**Sequential cells colored by netlist name**

Scale: 1.5 px per µm.
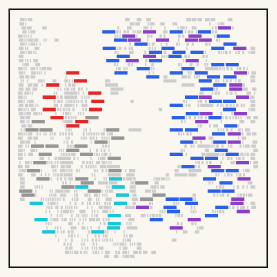
**Zoomed window**

Window x 73 to 98, y 39 to 64 µm. Cells in gray, sequential cells in the stronger gray; small squares are vias.
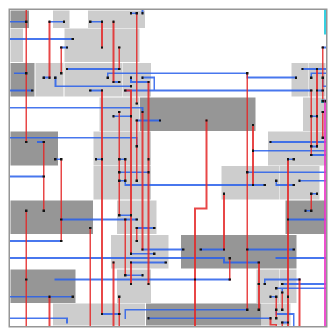
**Routing congestion**

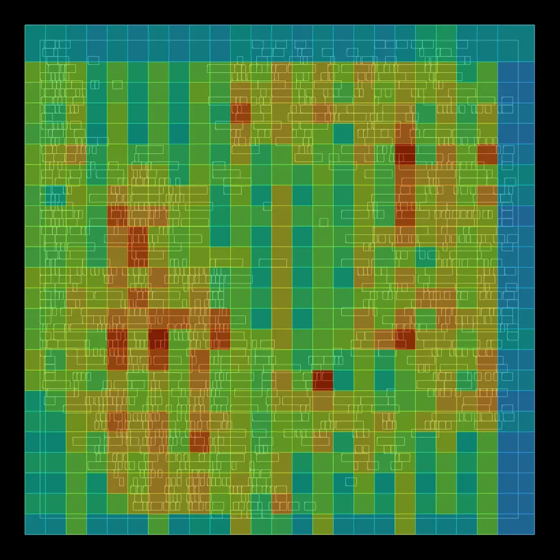
**Pin placement**

Scale: 3 px per µm. Pins as bars across the die edge, other pins in gray.
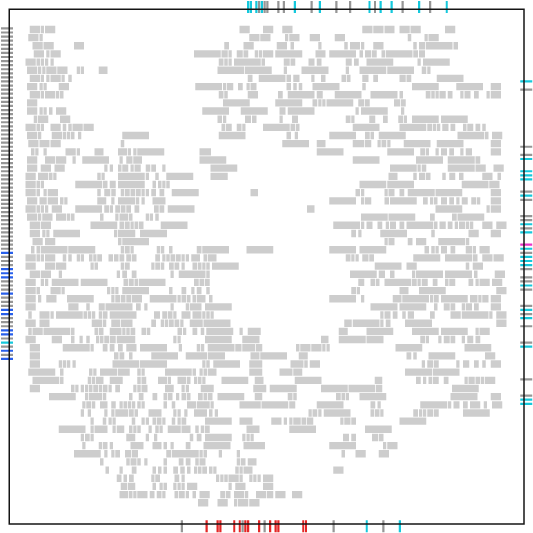
==> config.mk <==
export PLATFORM = sky130hd
export DESIGN_NAME = isfifoctl_sp2x
export DESIGN_NICKNAME = d
export VERILOG_FILES = /design/src/rtl/isfifoctl_sp2x.sv
export SDC_FILE = /design/constraint.sdc
export NUM_CORES = 1
export LEC_CHECK = 0
export ABC_AREA = 1
export CAP_MARGIN = 0
export CORE_MARGIN = 5
export CORE_UTILIZATION = 31
export DETAILED_ROUTE_END_ITERATION = 12
export PLACE_DENSITY_LB_ADDON = 0.3
export SETUP_SLACK_MARGIN = 0.15
export SLEW_MARGIN = 20
export SYNTH_ARGS = -nofsm -noshare
export SYNTH_HDL_FRONTEND = slang
export SYNTH_SLANG_ARGS = --single-unit
==> constraint.sdc <==
create_clock -name clk -period 11.15 [get_ports clk]
set_input_delay 2.23 -clock clk [delete_from_list [all_inputs] [get_ports clk]]
set_output_delay 2.23 -clock clk [all_outputs]
set_load 0.005 [all_outputs]
==> out/results.env <==
SYNTH-CELLS-YOSYS=1027
DP_WORST_SETUP_SLACK_NS=3.82
IR_DROP_mV=0.155
CHIP_AREA_ESTIMATE_FROM_YOSYS_SYNTHESIS_UM2=8040
GLOBAL_ROUTE_WIRE_LENGTH_BEFORE_REPAIR_MM=33.3
SYNTHCELLS=1027
CRITICAL_PATH_FANOUTS_MAX=34
PLACED_CELL_AREA_UM2=9680
PLACEMENT_ROWS=59
FIRST_GLOBAL_VIAS=6673
MAX-CAP-VIOLATIONS=0
AREA_SHARE_OF_THE_LEADING_CELL_TYPE_IN_THE_SYNTHESIZED_NETLIST=0.454
WORST_CLOCK_SKEW_NS=0.0126
PERIOD_USED_SHARE=0.659
CRIT_PATH_START_KIND='primary input'
DETAILEDPLACEMENTHPWL_MM=13.7
CRIT_FAMILY='simple AND/OR/NAND/NOR gates'
NUM_TAP_CELLS=335
CLK_TRANSITION_REPORTED_PATHS_NS=0.07
CRITICAL_PATH_CELL_COUNT=9
TOP_CELL='sky130_fd_sc_hd__nand2_1'
INITIAL_ANTENNA_VIOLATION_COUNT=0
CP_CELL_SEQUENCE='clkdlybuf4s50_1, buf_4, nor2_1, nand2_2, nand2_4, inv_6, nand2_1, nand2_1, clkdlybuf4s50_1'
CRIT_PATH_TOP_DELAY_CELL='sky130_fd_sc_hd__nor2_1'
FINAL.SIGNAL_BUFFER_COUNT=169
DRT_FIRST_ITER_VIOLATIONS=495
POST_CTS_HOLD_BUFFER_COUNT=0
CP-END-KIND='primary output'
DIEAREA_UM2=29300
P_LEAK_nW=4.88
FP_UTIL=0.312
FLOORPLAN.IO_PINS=162
POST_SYNTHESIS_INSTANCE_AREA_UM2=8040
ROUTE.VIAS.TOTAL=6865
LAYOUT.SEQUENTIAL_CELLS=146
GRT_SETUP_UNREPAIRED='false'
ASYNC_RESET_FF_FRAC=1.00
COMBGATEAREA_UM2=3380
SYNTH_CELL_TYPE_COUNT=34
TIMING.FINAL.CRIT_PERIOD_NS=7.35
TRITONCTS='done'
CORE_AREA_UM2=25800
YOSYSWARNINGCOUNT=0
FINAL_CELLS=1486
PLACE_INST=1454
CELLPOWERDENSITY_nW_PER_UM2=295
CRITICAL_PATH_BUF_INV_COUNT=4
DESIGN.FINAL.NETS=1230
CTS_SETUP_BUFFERS=0
ANTENNA-DIODE-COUNT=0
COUNT_OF_CELLS_ALONG_THE_WORST_HOLD_PATH=0
SYNTHESIZED_NETLIST_NET_COUNT=1119
COMB_AREA_SHARE=0.329
ROUTE.MET2.WL_MM=8.78
PLACE.GP.CONGESTION=0.837
SYNTH_TOP_CELL_BY_AREA='sky130_fd_sc_hd__dfrtp_1'
CRITICALPATHCATEGORY='in -> out'
CTS-ROOT-TO-SINK-BUFFERS=2
OUTCOME='complete, no violations'
LAYOUT_TOP_CELL_EXCL_FILL_TAP='sky130_fd_sc_hd__nand2_1'
WARNINGS=27
HOLD_SLACK_NS=0.453
LAYOUT.CLOCK_BUFFERS=17
ROUTEDLENGTHMET1_MM=9.75
VIAS_PER_CELL=4.62
Notes on 'sequential cells colored by netlist name' above:
[blue] obuf | sequential cells: 64
[purple] rd_dat | sequential cells: 32
[cyan] ram_cnt | sequential cells: 12
[red] rptr | sequential cells: 11
not colored: 27
combined flip-flop and latch cell area: 3650 µm²
final design utilization: 0.399
fraction of area in registers: 0.355

Notes on 'zoomed window' above:
[red] metal 2
[magenta] metal 4
[blue] metal 1
[cyan] metal 3
sequential cells in the window: 5
cells with their middle in the window: 26
most frequent: ha_1 (7), dfrtp_1 (5)

Notes on 'routing congestion' above:
met3 routing resource usage after global routing: 0.0423
met1 global-route usage: 0.191
layer with the highest usage: met2
global-route total usage across every layer: 0.138
global routing usage on met2: 0.216

Notes on 'pin placement' above:
[red] count | pins: 13 | direction: output | edge: south
[magenta] rd_rdy | pins: 1 | direction: input | edge: east
[cyan] rd_dat | pins: 32 | direction: output | edge: 18 east, 11 north, 2 south, 1 west
[blue] ram_a | pins: 11 | direction: output | edge: west
die boundary width: 171 µm
# port buffers: 161

==> layer usage <==
layer  track usage  vias up
met3        0.0423       12
met2         0.216      189
met1         0.191     3147
li1              -     3517
met4        0.0296        0
met5             0        -
==> cells by family after synthesis <==
logic type,synth area share
AOI/OAI and AO/OA,0.143
xor gates and xnor gates,0.0251
adders and majority gates,0.0401
buffers and inverters,0.127
DFF,0.454
and+or+nand+nor,0.210
==> power by group <==
| group | internal [W] | total [W] | leakage, nW | switching [W] |
|---|---|---|---|---|
| registers | 0.000787 | 0.000966 | 1.78 | 0.000179 |
| clock network | 0.000305 | 0.000580 | 0.295 | 0.000275 |
| logic | 0.000679 | 0.00149 | 2.81 | 0.000814 |
Power and IR drop assume default switching activity.
